==> config.mk <==
export PLATFORM = sky130hd
export DESIGN_NAME = oab_credit_ctrl
export DESIGN_NICKNAME = d
export VERILOG_FILES = /design/src/rtl/oab_pkg.sv /design/src/rtl/oab_credit_alu.sv /design/src/rtl/oab_credit_ctrl.sv
export SDC_FILE = /design/constraint.sdc
export NUM_CORES = 1
export LEC_CHECK = 0
export ABC_AREA = 0
export ABC_CLOCK_PERIOD_IN_PS = 12000
export CORE_MARGIN = 2
export CORE_UTILIZATION = 35
export CTS_CLUSTER_SIZE = 16
export DETAILED_ROUTE_END_ITERATION = 16
export SETUP_SLACK_MARGIN = 0.2
export SYNTH_ARGS = -nofsm -noshare
export SYNTH_HDL_FRONTEND = slang
export SYNTH_SLANG_ARGS = --single-unit
==> constraint.sdc <==
create_clock -name clk -period 12 [get_ports clk]
set_input_delay 3 -clock clk [delete_from_list [all_inputs] [get_ports clk]]
set_output_delay 3 -clock clk [all_outputs]
set_load 0.01 [all_outputs]
### Metal 1

Cells faint in the background.
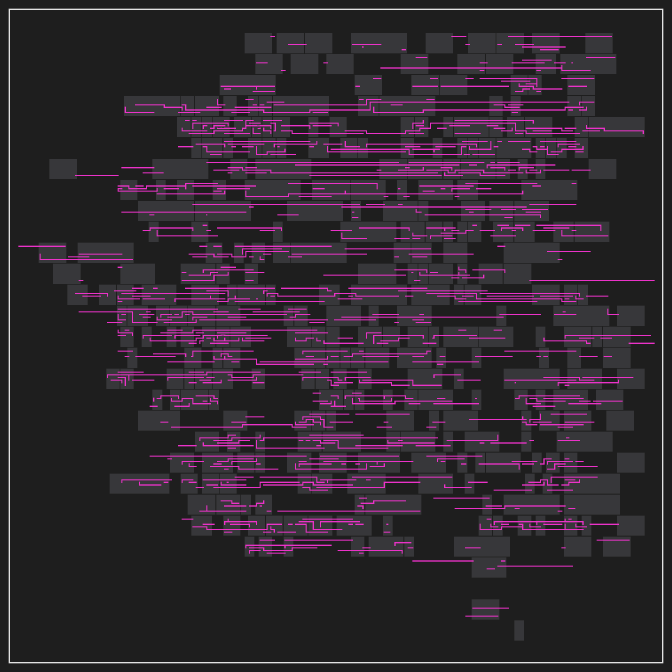
share of all routed wire	51%
longest straight run	30.4 um
nets with wire on the layer	335
main direction	horizontal
via count: 2039
fraction of met1 tracks used by global routing: 22.4%

### The metal 2 layer

The bar under the picture is 20 um long.
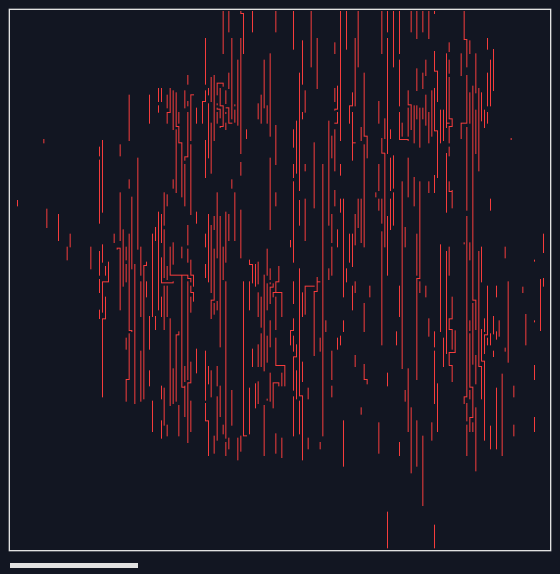
nets with wire on the layer	301
longest straight run	42.5 um
met2 track demand over resource: 24.0%
drt total wl: 5360 um

### The metal 3 layer

The bar under the picture is 20 um long.
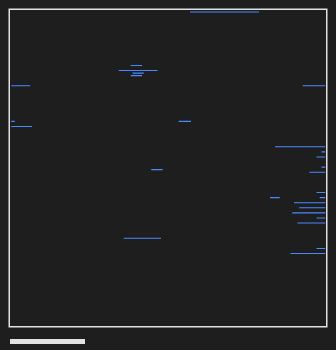
nets with wire on the layer	26
wire length on this layer	138 um
global-route track usage on met3: 1.77%

### Clock nets

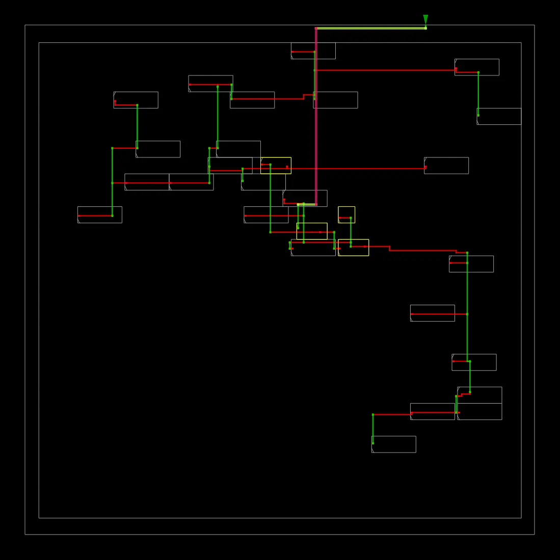
clock latency on the worst-skew pair: 0.28 ns
Clock Buffer Count: 3
clock sinks: 25
number of buffers added by the clock tree synthesis step: 3

### Wiring heat map

The bar under the picture is 20 um long. The die is cut into 17 by 17 equal tiles; dark purple is low, yellow is high, scaled to the fullest tile. Values are wire area over tile area, all layers added.
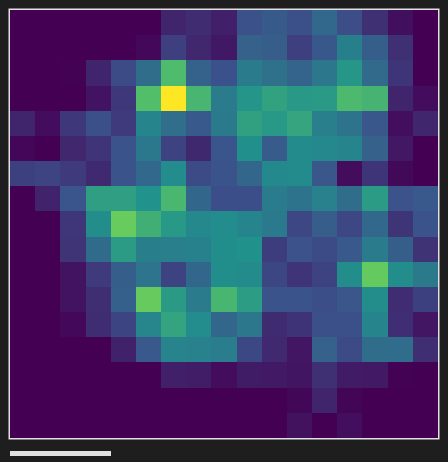
mean over tiles	0.11
nearly empty tiles	27%
fullest tile	0.51
DR WL/cell: 13.3 um
Overall Global Routing Usage: 15.1%

==> Flow_metrics.wiki <==
== Flow metrics ==
{| class="wikitable"
! Metric !! Value
|-
| Detail Placement HPWL || 4380 um
|-
| Count of endpoints failing setup in the final report || 0
|-
| Number of hold-repair buffers added at the cts stage || 0
|-
| Gate Count Post-Synth || 293
|-
| Pre-Place Util || 35.9%
|-
| Number of levels in the clock H-tree || 1
|-
| Proportion of register bits with asynchronous set or reset after synthesis || 0%
|-
| Clk slew on worst S/H paths || 0.10 ns
|-
| Cell row count || 29
|-
| Wire length of the first global-routing pass || 8990 um
|-
| Max reg flops || 8
|-
| Critical path's top delay family || AND-OR/OR-AND gates
|-
| Arrival time worst endpoint || 9.56 ns
|-
| Yosys synthesis chip area || 0.00227 mm2
|-
| Cell with the largest stage delay on the worst path || sky130_fd_sc_hd__clkdlybuf4s50_1
|-
| Setup slack on the worst flop-to-flop path || 5.29 ns
|-
| Post-synth net total || 337
|-
| Count of instantiated cells in the yosys netlist || 293
|-
| N_diodes || 0
|-
| Number of different library cells in the post-synthesis netlist || 58
|-
| Setup repair bufs after CTS || 0
|-
| Highest metal layer with signal wires || met4
|-
| RSZ-0062 raised after global routing || false
|-
| Count of input and output buffers || 38
|-
| Number of max-capacitance violations reported || 0
|-
| Most frequent cell on the critical path || sky130_fd_sc_hd__ha_1
|-
| Final cycle utilization of the critical path || 78.3%
|-
| Met3 wire len || 138 um
|-
| Total negative slack for setup checks || 0 ns
|-
| Portion of the post-synthesis area used by sequential elements || 22.1%
|-
| Number of ports placed on the die boundary || 40
|-
| Dominant Register Cell || sky130_fd_sc_hd__dfxtp_1
|-
| Antenna viol nets, final || 0
|-
| Total number of cells along the worst setup path || 31
|-
| Crit path buffers/inverters || 2
|-
| Horiz. Die Dim || 84.5 um
|-
| Synth flops || 25
|-
| Clock tree from TritonCTS || yes
|-
| Max Clk Rate || 106 MHz
|-
| Status || finished clean
|-
| Violation tally from detailed-route iteration zero || 79
|-
| Count of filler cells inserted in the layout || 660
|-
| Mean number of vias per cell || 5.07
|-
| Max FO, Critical Path || 7
|-
| Maximum number of pins on one net before global-route repair || 26
|-
| Slew HR || 36.6%
|-
| Detailed-route DRC error count || 0
|-
| Worst reg2reg path depth || 31
|-
| Number of warnings in the stage logs || 26
|-
| CTS root buf || sky130_fd_sc_hd__clkbuf_8
|-
| CTS resizes || 0
|-
| Tmin final || 9.40 ns
|-
| Summed instance area of the synthesized netlist || 0.00227 mm2
|-
| Startpoint kind of the worst setup timing path || input port
|-
| Most frequent logic cells in the routed design || sky130_fd_sc_hd__clkdlybuf4s50_1 (38), sky130_fd_sc_hd__nand2_1 (30), sky130_fd_sc_hd__inv_1 (30), sky130_fd_sc_hd__a21oi_1 (29), sky130_fd_sc_hd__ha_1 (28)
|-
| Largest stage delay on the critical path || 0.48 ns
|-
| Count of flip-flops with a built-in enable after synthesis || 0
|-
| Slew at the pin closest to its max-slew limit || 0.948 ns
|-
| Endpoints failing hold || 0
|-
| Vias in the first global route || 1887
|-
| Die outline height || 84.5 um
|-
| Total die size || 0.00715 mm2
|-
| Placer Congestion || 0.840
|-
| Core area || 0.00631 mm2
|-
| GRT Residual Overflow || 0
|-
| Largest buffer count on any clock path || 2
|-
| Final Slew Violations || 0
|-
| Yosys Warn Count || 0
|-
| Per-instance average area after synthesis || 7.75 um2
|-
| Share of layout cells above drive strength 1 || 5.85%
|-
| Worst Setup Path Type || input port to flip-flop
|-
| Number of iterations in the first detailed-routing pass || 4
|-
| NumNets Final || 370
|-
| Worst hold path depth || 2
|-
| Endpoint kind of the worst setup timing path || flip-flop
|-
| Initial antenna violation count || 0
|-
| Synth-to-layout area growth || 20.5%
|-
| Required @ worst endpoint || 12.16 ns
|-
| Worst min path class || flip-flop to flip-flop
|-
| Met1 routed wirelength after detailed routing || 2760 um
|-
| Post-route clock skew || 0.00726 ns
|-
| Wire length on met2 || 2430 um
|-
| Most common cell after layout, fill and taps aside || sky130_fd_sc_hd__clkdlybuf4s50_1
|}
## worst reg2reg max path, delay by kind of cell (launching register included)
| kind | cells | cell delay, ns |
|---|---|---|
| AND-OR/OR-AND | 11 | 2.18 |
| adder cells (fa/ha/maj) | 6 | 1.92 |
| AND/OR/NAND/NOR | 10 | 1.67 |
| flip-flops | 1 | 0.49 |
| buffers and inverters | 2 | 0.12 |
| XOR/XNOR | 1 | 0.12 |
| multiplexers | 1 | 0.12 |
## metrics by stage
stage | instances | worst slack [ns] | hold slack [ns] | cell area [um2] | util (%)
after CTS | 402 | 2.61 | 0.460 | 2730 | 43.3
after floorplan | 293 | 3.46 | 0.446 | 2270 | -
after global placement | 398 | 2.58 | 0.444 | 2690 | 42.5
after detailed placement | 398 | 2.33 | 0.447 | 2690 | 42.5
final | 402 | 2.60 | 0.458 | 2730 | 43.3
after global routing | 402 | 1.93 | 0.475 | 2730 | 43.3
## cells in the mapped netlist (3+ instances only)
library cell / count / area (um2)
sky130_fd_sc_hd__xnor2_1: 11 / 96.3
sky130_fd_sc_hd__a21oi_1: 29 / 145
sky130_fd_sc_hd__a21o_1: 6 / 45.0
sky130_fd_sc_hd__nor3b_1: 4 / 30.0
sky130_fd_sc_hd__inv_1: 30 / 113
sky130_fd_sc_hd__o21ai_0: 14 / 70.1
sky130_fd_sc_hd__clkbuf_1: 5 / 18.8
sky130_fd_sc_hd__nand2_1: 30 / 113
sky130_fd_sc_hd__dfxtp_1: 25 / 500
sky130_fd_sc_hd__or2_2: 3 / 18.8
sky130_fd_sc_hd__nor2_1: 24 / 90.1
sky130_fd_sc_hd__nand2b_1: 6 / 37.5
sky130_fd_sc_hd__nor3_1: 6 / 30.0
sky130_fd_sc_hd__nor4_1: 5 / 31.3
sky130_fd_sc_hd__ha_1: 28 / 350
sky130_fd_sc_hd__a31oi_1: 4 / 25.0
sky130_fd_sc_hd__nor2b_1: 6 / 37.5
sky130_fd_sc_hd__mux2i_1: 3 / 30.0
sky130_fd_sc_hd__nand3_1: 3 / 15.0
## per-layer routing
| layer | vias to the layer above | track usage (%) |
|---|---|---|
| li1 | 1084 | - |
| met1 | 918 | 22.4 |
| met2 | 35 | 24.0 |
| met3 | 2 | 1.77 |
| met4 | 0 | 2.60 |
| met5 | - | 0 |
## area by class of cell
cell class	count	area (um2)	share of cell area [%]
clock buffers	3	41.3	1.51
clock inverters	1	7.51	0.275
inverters	30	113	4.12
multi-input cells	228	1600	58.4
flip-flops and latches	25	500	18.3
well taps	77	96.3	3.52
repair buffers	38	380	13.9
## cells by family (layout without fill, tap and decap cells)
logic type      count (synthesis)  in the layout  share of synthesized area, %
compound gates                 76             76                          21.6
xor+xnor                       13             13                          5.02
fa+ha+maj                      30             30                          17.2
buf+inv                        40             72                          7.66
flops                          25             25                          22.1
mux                             4              4                          1.98
other cells                     1              1                         0.165
simple gates                  104            104                          24.4
